### I/O pins on the die edge, run 1

Bar = 50 um. Pins as bars across the die edge, other pins in gray.
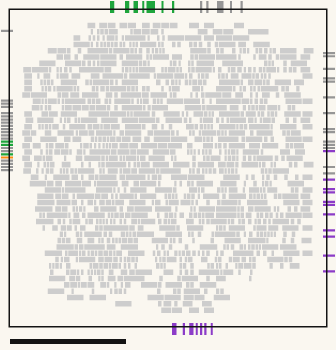
### Layout detail, run 1

Bar = 5 um. Window x 58 to 78, y 85 to 105 um. Cells in gray, sequential cells in the stronger gray; small squares are vias.
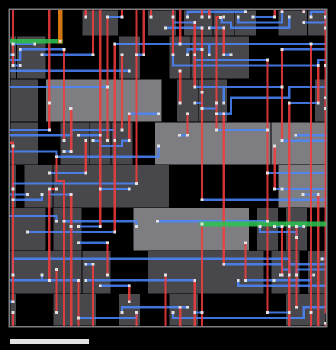
### Gate-type map, run 1

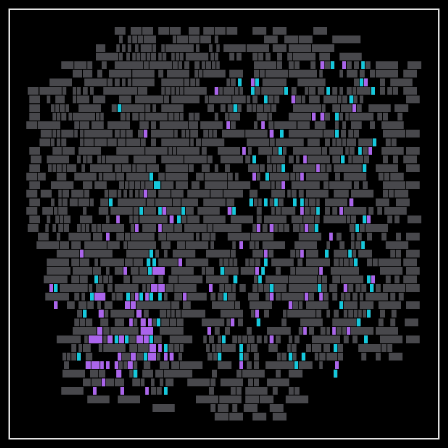
==> src/rtl/meas_bcd_formatter.sv <==
// ---------------------------------------------------------------------------
// meas_bcd_formatter: samples freq/amp and converts both to 5-digit BCD by
// sequential double-dabble. Optional macro: AMP_PEAK_HOLD_EN. Rev 1.0
// ---------------------------------------------------------------------------
`default_nettype none

module meas_bcd_formatter #(
  parameter int REFRESH_CYCLES = 5000000
) (
  input  logic        clk,
  input  logic        rst,
  input  logic [15:0] freq,
  input  logic [15:0] amp,
  input  logic        update_req,
  output logic [19:0] freq_bcd,
  output logic [19:0] amp_bcd,
  output logic        bcd_valid,
  output logic        busy
);

  localparam int CW = (REFRESH_CYCLES > 1) ? $clog2(REFRESH_CYCLES) : 1;
  localparam logic [CW-1:0] C_CNT_LAST = CW'(REFRESH_CYCLES - 1);

  typedef enum logic [1:0] {
    IDLE    = 2'd0,
    SHIFT_F = 2'd1,
    SHIFT_A = 2'd2,
    DONE    = 2'd3
  } state_t;

  state_t        state_q, state_d;
  logic [CW-1:0] cnt_q;
  logic          pending_q, pending_d;
  logic [3:0]    bit_q, bit_d;
  logic [15:0]   fbin_q, fbin_d, abin_q, abin_d;
  logic [19:0]   fscr_q, fscr_d, ascr_q, ascr_d;
  logic [19:0]   freq_bcd_q, freq_bcd_d, amp_bcd_q, amp_bcd_d;
  logic          bcd_valid_q, bcd_valid_d;
  logic          w_tick, w_trig, w_capture;
  logic [15:0]   w_amp_cap;
  logic [19:0]   w_ffix, w_afix;

  // Add 3 to every nibble >= 5 before the shift.
  function automatic logic [19:0] dd_fix(input logic [19:0] s);
    logic [19:0] r;
    r = s;
    for (int i = 0; i < 5; i++) begin
      if (s[4*i +: 4] >= 4'd5) r[4*i +: 4] = s[4*i +: 4] + 4'd3;
    end
    return r;
  endfunction

  assign w_tick    = (cnt_q == C_CNT_LAST);
  assign w_trig    = w_tick | update_req | pending_q;
  assign w_capture = (state_q == IDLE) && w_trig;
  assign w_ffix    = dd_fix(fscr_q);
  assign w_afix    = dd_fix(ascr_q);

`ifdef AMP_PEAK_HOLD_EN
  logic [15:0] peak_q;

  assign w_amp_cap = (peak_q > amp) ? peak_q : amp;

  always_ff @(posedge clk) begin
    if (rst) begin
      peak_q <= '0;
    end else begin
      peak_q <= w_capture ? 16'd0 : w_amp_cap;
    end
  end
`else
  assign w_amp_cap = amp;
`endif

  always_comb begin
    state_d     = state_q;
    pending_d   = pending_q;
    bit_d       = bit_q;
    fbin_d      = fbin_q;
    abin_d      = abin_q;
    fscr_d      = fscr_q;
    ascr_d      = ascr_q;
    freq_bcd_d  = freq_bcd_q;
    amp_bcd_d   = amp_bcd_q;
    bcd_valid_d = 1'b0;

    // Events arriving during a conversion collapse into one deferred capture.
    if (state_q != IDLE && (w_tick || update_req)) pending_d = 1'b1;

    case (state_q)
      IDLE: begin
        if (w_trig) begin
          fbin_d    = freq;
          abin_d    = w_amp_cap;
          fscr_d    = '0;
          ascr_d    = '0;
          bit_d     = '0;
          pending_d = 1'b0;
          state_d   = SHIFT_F;
        end
      end
      SHIFT_F: begin
        {fscr_d, fbin_d} = {w_ffix[18:0], fbin_q, 1'b0};
        bit_d            = bit_q + 4'd1;
        if (bit_q == 4'd15) state_d = SHIFT_A;
      end
      SHIFT_A: begin
        {ascr_d, abin_d} = {w_afix[18:0], abin_q, 1'b0};
        bit_d            = bit_q + 4'd1;
        if (bit_q == 4'd15) state_d = DONE;
      end
      DONE: begin
        freq_bcd_d  = fscr_q;
        amp_bcd_d   = ascr_q;
        bcd_valid_d = 1'b1;
        state_d     = IDLE;
      end
      default: state_d = IDLE;
    endcase
  end

  always_ff @(posedge clk) begin
    if (rst) begin
      state_q     <= IDLE;
      cnt_q       <= '0;
      pending_q   <= 1'b0;
      bit_q       <= '0;
      fbin_q      <= '0;
      abin_q      <= '0;
      fscr_q      <= '0;
      ascr_q      <= '0;
      freq_bcd_q  <= '0;
      amp_bcd_q   <= '0;
      bcd_valid_q <= 1'b0;
    end else begin
      state_q     <= state_d;
      cnt_q       <= w_tick ? '0 : cnt_q + CW'(1);
      pending_q   <= pending_d;
      bit_q       <= bit_d;
      fbin_q      <= fbin_d;
      abin_q      <= abin_d;
      fscr_q      <= fscr_d;
      ascr_q      <= ascr_d;
      freq_bcd_q  <= freq_bcd_d;
      amp_bcd_q   <= amp_bcd_d;
      bcd_valid_q <= bcd_valid_d;
    end
  end

  assign freq_bcd  = freq_bcd_q;
  assign amp_bcd   = amp_bcd_q;
  assign bcd_valid = bcd_valid_q;
  assign busy      = (state_q != IDLE);

endmodule

`default_nettype wire
==> config.mk <==
export PLATFORM = sky130hd
export DESIGN_NAME = meas_bcd_formatter
export DESIGN_NICKNAME = d
export VERILOG_FILES = /design/src/rtl/meas_bcd_formatter.sv
export SDC_FILE = /design/constraint.sdc
export NUM_CORES = 1
export LEC_CHECK = 0
export ABC_AREA = 1
export CAP_MARGIN = 20
export CORE_MARGIN = 5
export CORE_UTILIZATION = 45
export CTS_CLUSTER_DIAMETER = 150
export DETAILED_ROUTE_END_ITERATION = 10
export PLACE_DENSITY = 0.68
export SKIP_CTS_REPAIR_TIMING = 1
export SKIP_LAST_GASP = 1
export SYNTH_ARGS = -nofsm -noshare
export SYNTH_HDL_FRONTEND = slang
export SYNTH_SLANG_ARGS = --single-unit
==> constraint.sdc <==
create_clock -name clk -period 1.6 [get_ports clk]
set_input_delay 0.16 -clock clk [delete_from_list [all_inputs] [get_ports clk]]
set_output_delay 0.16 -clock clk [all_outputs]
set_load 0.03 [all_outputs]
==> flow_summary.ini, run 1 <==
; flow metrics
[cells_and_area]
sh_comb_area = 0.407
drive_gt1_frac = 0.200
comb_area_um2 = 4120
final-nonclk-buf-share = 0.188
largest_reg_flops = 23
final_nets = 1228
final-clk-cell-share = 0.0599
largest_cell_class = combinational gates
seq-cell-share = 0.285
fill_cells = 1334
finalInstanceArea_um2 = 10100
buffers = 159

[worst_setup_path]
critPathCapture = fscr_q[6]
crit_cells = 11
crit_path_start = cnt_q[8]
r2r-start = cnt_q[8]
slowest_delay_ns = 0.36

[synthesis]
syn_area_per_cell_um2 = 6.82
yosysTopAreaCell = dfxtp_1
edf_count = 0
ys.flops = 143
synth-compound-area-share = 0.135
synthCells = 1045
synth_top_area_share = 0.402
xor_area_frac = 0.0123
topCellsByArea = dfxtp_1 40%, nand2_1 14%, a21oi_1 9.0%
yosys.stat.seqShare = 0.402
synth_cell_types = 27

[grt]
groute.usage.overall = 0.181
grt_max_degree = 67
grt_util_met3 = 0.0407
first_global_vias = 6019
antenna_found_initial = 0
met1_usage = 0.246
busiest_layer = met2
globalRouteOverflowTotal = 0
grt_pass1_wl_um = 27500

[floorplanning]
die_width_um = 136
core_region_area_um2 = 15700
die_h_um = 136

[sta]
hold_viol_final = 0
rsz0062_at_grt = yes
setup_viol_count_final = 9
setup_ws_ns = -0.0270
fmax_ghz = 0.615
period_used_share = 1.02
fin_tns_setup_ns = -0.102

[worst_hold_path]
worst_hold_path.endpoint = fbin_q[0]
hold_class = input pin to flop

[route]
wl_met1_um = 8780
route.met3.wl_um = 949
viasPerCell = 5.13
ant_nets = 0
avgRoutedWirePerCell_um = 13.7

[power_and_ir_drop]
netSwitchingFraction = 0.421
p_per_area_nw_per_um2 = 1990
top_power_group = combinational logic
p_comb_mw = 10.8
pwr-share-clk = 0.203
p_comb_frac = 0.538
ir_drop_mv = 1.13
p_int_mw = 11.7
switchingPower_mw = 8.47

[place]
dp_hpwl_um = 10900
placed_area_um2 = 8430
dp.cells = 1333
pre_cts_ws_ns = -0.0547
io_buffers = 76
routabilityCongestion = 0.812

[clock_network]
cts_buffer_depth = 2
clock-sinks = 143
cts_tree = done

[outcome]
outcome = finished with violations
violations = negative setup slack

[run]
cap_violations = 0
Back to the opening pictures, 'I/O pins on the die edge':
amp_bcd: in purple, pins 20, direction output, edge 11 east, 9 south. amp: in green, pins 16, direction input, edge 13 north, 3 west. update_req: in orange, pins 1, direction input, edge west.
All pins by edge: 25 east, 23 west, 20 north, 9 south.

Back to the opening pictures, 'Layout detail':
M3: in green. M1: in blue. M2: in red. M4: in orange.
Sequential cells in the window: 3. 36 logic cells have their middle in the window. Most frequent: nand2_1 (9), a21oi_1 (6), nand3_1 (4). Netlist names of flops here include fscr_q (2), abin_q (1).

Back to the opening pictures, 'Gate-type map':
inv cells: in cyan, cells 90. nor cells: in purple, cells 101.

==> inputs of run 2 (changes only) <==
CTS_CLUSTER_SIZE = 24   (was unset)
### Clock nets, run 2

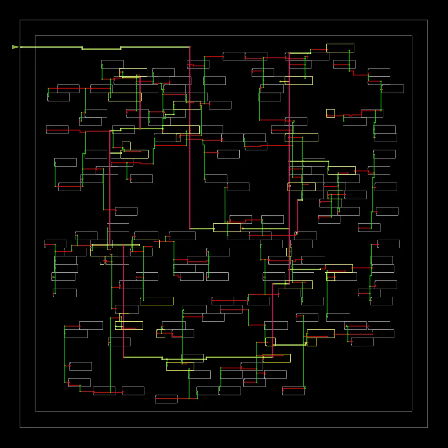
clock group power: 4.08 mW
Final Skew: 0.00858 ns
CTS Buf Count: 17
flop count: 143
clock buf count: 20

### I/O pins on the die edge, run 2

Bar = 50 um. Pins as bars across the die edge, other pins in gray.
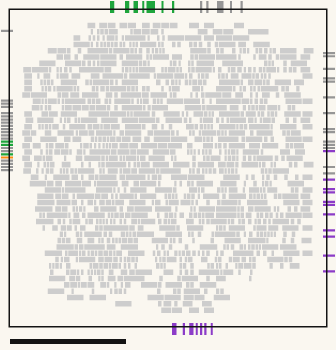
amp_bcd: in purple, pins 20, direction output, edge 11 east, 9 south. update_req: in orange, pins 1, direction input, edge west. amp: in green, pins 16, direction input, edge 13 north, 3 west.
All pins by edge: 25 east, 23 west, 20 north, 9 south.

==> run 2 against run 1 <==
Against the previous run:
- the flow still finishes with violations (negative setup slack)
- via count stayed put
- clock skew is the same
- power unchanged
- non-clock buffer count unchanged
- sequential cell count stayed put
- critical path type unchanged
- critical endpoint unchanged
- hold slack unchanged
==> flow_summary.ini, run 2 <==
; flow metrics
[power_and_ir_drop]
ir_drop_mv = 1.13
p_comb_mw = 10.8
p_comb_frac = 0.538
netSwitchingFraction = 0.421
switchingPower_mw = 8.47
p_seq_frac = 0.259
power_mw = 20.1
p_int_mw = 11.7
top_power_group = combinational logic
pwr-share-clk = 0.203
p_per_area_nw_per_um2 = 1990

[grt]
first_global_vias = 6019
globalRouteOverflowTotal = 0
antenna_found_initial = 0
grt_util_met3 = 0.0407
busiest_layer = met2
met1_usage = 0.246
grt_pass1_wl_um = 27500
groute.usage.overall = 0.181

[route]
avgRoutedWirePerCell_um = 13.7
viasPerCell = 5.13
vias = 7160
wl_met1_um = 8780
route.met3.wl_um = 949
ant_nets = 0

[sta]
setup_ws_ns = -0.0270
period_used_share = 1.02
fmax_ghz = 0.615
hold_viol_final = 0
fin_tns_setup_ns = -0.102
rsz0062_at_grt = yes
setup_viol_count_final = 9

[worst_setup_path]
crit_cells = 11
slowest_delay_ns = 0.36
crit_path_start = cnt_q[8]
critPathCapture = fscr_q[6]
start_kind = flop
r2r-start = cnt_q[8]

[cells_and_area]
largest_cell_class = combinational gates
sh_comb_area = 0.407
final_nets = 1228
final-nonclk-buf-share = 0.188
seq-cell-share = 0.285
final-clk-cell-share = 0.0599
buffers = 159
fill_cells = 1334
finalInstanceArea_um2 = 10100
regMostFlops = cnt_q
comb_area_um2 = 4120
largest_reg_flops = 23
drive_gt1_frac = 0.200

[place]
pre_cts_ws_ns = -0.0547
placed_area_um2 = 8430
dp.cells = 1333
routabilityCongestion = 0.812
dp_hpwl_um = 10900
io_buffers = 76

[synthesis]
xor_area_frac = 0.0123
yosysTopAreaCell = dfxtp_1
edf_count = 0
topCellsByArea = dfxtp_1 40%, nand2_1 14%, a21oi_1 9.0%
yosys.stat.seqShare = 0.402
syn_area_per_cell_um2 = 6.82
yosys_area_um2 = 7120
synth_cell_types = 27
ys.flops = 143
synth-compound-area-share = 0.135
ys_sh_simple = 0.314
synthCells = 1045
synth_top_area_share = 0.402

[outcome]
violations = negative setup slack
outcome = finished with violations

[clock_network]
cts_tree = done
clkTransAtPathRegs_ns = 0.06
cts_buffer_depth = 2
clock-sinks = 143

[worst_hold_path]
worst_hold_path.endpoint = fbin_q[0]
hold_class = input pin to flop

[floorplanning]
die_width_um = 136
die_h_um = 136
core_region_area_um2 = 15700

[run]
cap_violations = 0
Power figures rest on the tool's default switching activity, not on a simulated workload.
